## src/rtl/approx_mult_pkg.sv

```systemverilog
// approx_mult_pkg
//   Shared definitions for the pipelined approximate multiplier.
//   - DEF_W / ZW    : default operand width and its full product width.
//   - MAX_W/MAX_ZW  : largest operand/product width the S1 payload record holds.
//   - MAX_TAG_W     : largest sideband tag width the S1 payload record holds.
//   - s1_payload_t  : record registered by stage S1 (hi, low_sum, exact, bias, tag).
//   - masked_low_sum: behavioural form of the truncated low-row sum.
// Ports: none (package).
package approx_mult_pkg;

  localparam int DEF_W     = 8;
  localparam int ZW        = 2 * DEF_W;
  localparam int MAX_W     = 32;
  localparam int MAX_ZW    = 2 * MAX_W;
  localparam int MAX_TAG_W = 32;

  // Fields are sized for the largest supported configuration; instances
  // zero-extend into them and truncate back out, so unused upper bits are
  // constant and disappear in synthesis.
  typedef struct packed {
    logic [MAX_ZW-1:0]    hi;       // exact x_hi*y, already weighted by 2^K
    logic [MAX_ZW-1:0]    low_sum;  // low-row sum, truncated or not by mode
    logic                 exact;    // beat requested the exact product
    logic                 bias;     // beat qualifies for rounding bias
    logic [MAX_TAG_W-1:0] tag;
  } s1_payload_t;

  // Sum of the k low partial-product rows of x*y with every bit of weight
  // below 2^t cleared in each row.
  function automatic logic [MAX_ZW-1:0] masked_low_sum(
    input logic [MAX_W-1:0] x,
    input logic [MAX_W-1:0] y,
    input int               k,
    input int               t
  );
    logic [MAX_ZW-1:0] acc;
    logic [MAX_ZW-1:0] row;
    acc = '0;
    for (int i = 0; i < MAX_W; i++) begin
      if (i < k && x[i]) begin
        row = MAX_ZW'(y) << i;
        for (int b = 0; b < MAX_ZW; b++) begin
          if (b < t) row[b] = 1'b0;
        end
        acc = acc + row;
      end
    end
    return acc;
  endfunction

endpackage

```

## src/rtl/approx_lowrows.sv

```systemverilog
// approx_lowrows
//   Combinational generator of the K low partial-product rows of x*y.
//   Ports:
//     x, y       [W-1:0]  : unsigned operands
//     low_approx [2W-1:0] : sum of rows 0..K-1, each with weights < 2^T cleared
//     low_exact  [2W-1:0] : x[K-1:0]*y, the untruncated low-row sum
module approx_lowrows
  import approx_mult_pkg::*;
#(
  parameter int W = 8,
  parameter int K = 4,
  parameter int T = 8
) (
  input  logic [W-1:0]   x,
  input  logic [W-1:0]   y,
  output logic [2*W-1:0] low_approx,
  output logic [2*W-1:0] low_exact
);

  localparam int PROD_W = 2 * W;
  // Ones in bits [K-1:0]; the W+1 bit intermediate keeps K == W well defined.
  localparam logic [W-1:0] LO_MASK = W'(((W+1)'(1) << K) - (W+1)'(1));

  logic [PROD_W-1:0] keep_mask;
  logic [PROD_W-1:0] acc [0:K];

  genvar gi;

  // Columns at or above T survive truncation.
  for (gi = 0; gi < PROD_W; gi++) begin : g_mask
    assign keep_mask[gi] = (gi >= T);
  end

  assign acc[0] = '0;

  for (gi = 0; gi < K; gi++) begin : g_row
    logic [PROD_W-1:0] row;
    assign row        = x[gi] ? (PROD_W'(y) << gi) : '0;
    assign acc[gi+1]  = acc[gi] + (row & keep_mask);
  end

  assign low_approx = acc[K];
  assign low_exact  = PROD_W'(x & LO_MASK) * PROD_W'(y);

endmodule

```

## src/rtl/approx_mult_pipe.sv

```systemverilog
// approx_mult_pipe
//   Two-stage valid/ready pipelined W x W unsigned multiplier with a runtime
//   exact/approximate mode and a sideband tag.
//   S1 registers hi = x_hi*y<<K and the (truncated or full) low-row sum;
//   S2 registers their sum into out_z.
//   Ports:
//     clk, rst                 : clock (rising edge), async active-high reset
//     in_valid/in_ready        : operand handshake
//     in_x, in_y [W-1:0]       : operands
//     in_exact                 : 1 = exact product, 0 = approximate
//     in_tag [TAG_W-1:0]       : sideband returned with the result
//     out_valid/out_ready      : result handshake
//     out_z [2W-1:0], out_tag  : product and its tag
//   Build option: define APPROX_MULT_BIAS_EN to add 2^(T-1) to qualifying
//   approximate results, offsetting the mean truncation error.
//   Supported range: W <= MAX_W, TAG_W <= MAX_TAG_W (see approx_mult_pkg).
module approx_mult_pipe #(
  parameter int W     = 8,
  parameter int K     = 4,
  parameter int T     = 8,
  parameter int TAG_W = 4
) (
  input  logic             clk,
  input  logic             rst,
  input  logic             in_valid,
  output logic             in_ready,
  input  logic [W-1:0]     in_x,
  input  logic [W-1:0]     in_y,
  input  logic             in_exact,
  input  logic [TAG_W-1:0] in_tag,
  output logic             out_valid,
  input  logic             out_ready,
  output logic [2*W-1:0]   out_z,
  output logic [TAG_W-1:0] out_tag
);

  import approx_mult_pkg::*;

  localparam int PROD_W = 2 * W;
  localparam logic [W-1:0] LO_MASK = W'(((W+1)'(1) << K) - (W+1)'(1));
  localparam int BIAS_SH = (T >= 1) ? (T - 1) : 0;
  localparam logic [MAX_ZW-1:0] BIAS_VAL = (T >= 1) ? (MAX_ZW'(1) << BIAS_SH) : '0;

  logic                s1_valid_reg;
  s1_payload_t         s1_reg;
  s1_payload_t         s1_next;
  logic                out_valid_reg;
  logic [PROD_W-1:0]   out_z_reg;
  logic [TAG_W-1:0]    out_tag_reg;

  logic                s2_adv;
  logic                s1_adv;
  logic [PROD_W-1:0]   hi_prod;
  logic [PROD_W-1:0]   low_approx;
  logic [PROD_W-1:0]   low_exact;
  logic                bias_cond;
  logic [MAX_ZW-1:0]   bias_add;

  // Readiness depends only on registered state and out_ready.
  assign s2_adv   = ~out_valid_reg | out_ready;
  assign s1_adv   = ~s1_valid_reg | s2_adv;
  assign in_ready = s1_adv;

  // Clearing the low K bits of x leaves the exact high part already at weight 2^K.
  assign hi_prod = PROD_W'(in_x & ~LO_MASK) * PROD_W'(in_y);

  approx_lowrows #(
    .W (W),
    .K (K),
    .T (T)
  ) u_lowrows (
    .x          (in_x),
    .y          (in_y),
    .low_approx (low_approx),
    .low_exact  (low_exact)
  );

`ifdef APPROX_MULT_BIAS_EN
  // Bias only when truncation can actually have dropped something.
  assign bias_cond = ~in_exact & (T >= 1) & ((in_x & LO_MASK) != '0) & (in_y != '0);
`else
  assign bias_cond = 1'b0;
`endif

  always_comb begin
    s1_next         = '0;
    s1_next.hi      = MAX_ZW'(hi_prod);
    s1_next.low_sum = MAX_ZW'(in_exact ? low_exact : low_approx);
    s1_next.exact   = in_exact;
    s1_next.bias    = bias_cond;
    s1_next.tag     = MAX_TAG_W'(in_tag);
  end

  assign bias_add = (s1_reg.bias & ~s1_reg.exact) ? BIAS_VAL : '0;

  always_ff @(posedge clk or posedge rst) begin
    if (rst) begin
      s1_valid_reg  <= 1'b0;
      s1_reg        <= '0;
      out_valid_reg <= 1'b0;
      out_z_reg     <= '0;
      out_tag_reg   <= '0;
    end else begin
      if (s1_adv) begin
        s1_valid_reg <= in_valid;
        if (in_valid) s1_reg <= s1_next;
      end
      if (s2_adv) begin
        out_valid_reg <= s1_valid_reg;
        if (s1_valid_reg) begin
          // Truncating to PROD_W drops any carry produced by the bias.
          out_z_reg   <= PROD_W'(s1_reg.hi + s1_reg.low_sum + bias_add);
          out_tag_reg <= TAG_W'(s1_reg.tag);
        end
      end
    end
  end

  assign out_valid = out_valid_reg;
  assign out_z     = out_z_reg;
  assign out_tag   = out_tag_reg;

endmodule

```

## config.mk

```make
export PLATFORM = sky130hd
export DESIGN_NAME = approx_mult_pipe
export DESIGN_NICKNAME = d
export VERILOG_FILES = /design/src/rtl/approx_mult_pkg.sv /design/src/rtl/approx_lowrows.sv /design/src/rtl/approx_mult_pipe.sv
export SDC_FILE = /design/constraint.sdc
export NUM_CORES = 1
export LEC_CHECK = 0
export CORE_UTILIZATION = 44
export CTS_CLUSTER_DIAMETER = 60
export DETAILED_ROUTE_END_ITERATION = 7
export PLACE_DENSITY = 0.72
export SLEW_MARGIN = 20
export SYNTH_ARGS = -nofsm -noshare
export SYNTH_HDL_FRONTEND = slang
export SYNTH_SLANG_ARGS = --single-unit
export TNS_END_PERCENT = 20
```

## constraint.sdc

```tcl
create_clock -name clk -period 4.1 [get_ports clk]
set_input_delay 0.82 -clock clk [delete_from_list [all_inputs] [get_ports clk]]
set_output_delay 0.82 -clock clk [all_outputs]
set_load 0.03 [all_outputs]
```

Fig. 1: floorplan with the power grid
Pins as bars on the die edge. Tap cells in grey.
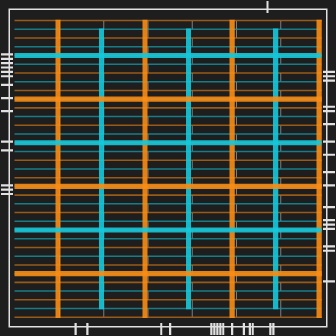
- cyan: VDD
- orange: VSS
- rows: 34
- met5 straps: 6
- met1 rails: 35
- met4 straps: 7
- signal pins: 47
Core Footprint: 8850 sq um
Max VDD drop: 0.167 mV
Die Y: 98.5 um
Die W: 98.5 um

Fig. 2: placed cells, one colour a class
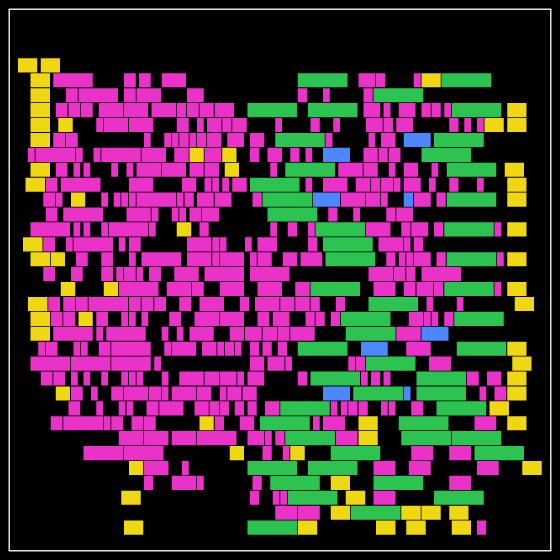
- green: flip-flops (cells 50; share of their area 26%)
- blue: clock drivers and dummy loads (cells 8; share of their area 1.9%)
- magenta: all other logic (cells 377; share of their area 59%)
- yellow: other buffers and delay cells (cells 61; share of their area 12%)

Fig. 3: routed clock nets over the placement
Bar = 20 um.
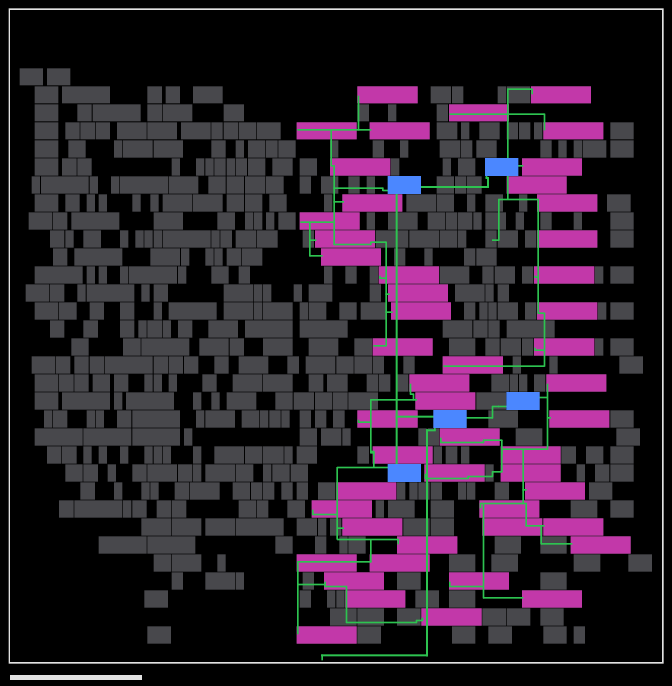
- blue: cells driving clock nets (count 5)
- green: clock wires (length 538 um)
- magenta: flip-flops (count 50)
- routed clock nets: 6
Clk. pwr: 287 uW
clock share of power: 14.2%
clk latency late pin: 0.29 ns
final clock skew: 0.00548 ns

==> results.yml <==
# generated from flow reports
yosys:
  edf_count: 0
  xor_area_share_pct: 4.06
  synth.distinct_cells: 41
  synth_flop_count: 50
setup_path:
  reg2reg_from: "s1_reg[38]"
  cp_num_cells: 13
  ff2ff_path_depth: 9
final_timing:
  final.setup.worst_slack_ns: 0.252
  finalHoldViolCount: 0
  relSlewSlack_pct: 33.4
  fmax_mhz: 260
worst_hold_path:
  holdCritStartpoint: "out_z[10]"
pwr:
  seqPwrFrac_pct: 34.8
clocking:
  postCtsHoldBufs: 0
  clock_sinks: 50
  root_buffer: "clkbuf_8"
  cts_tree: "done"
finish:
  buf_share_pct: 11.8
  lay_top_count: "nand2_1"
  final_core_util_pct: 54.9
  design_area_sq_um: 4860
outcome:
  status: "finished, final reports clean"
run:
  openroad.warnings: 26
route:
  wl_per_cell_um: 12.9
  wl_met3_um: 217
place:
  place_ws_ns: -0.0768
No activity file was given, so power comes from the tool's default toggle rates.
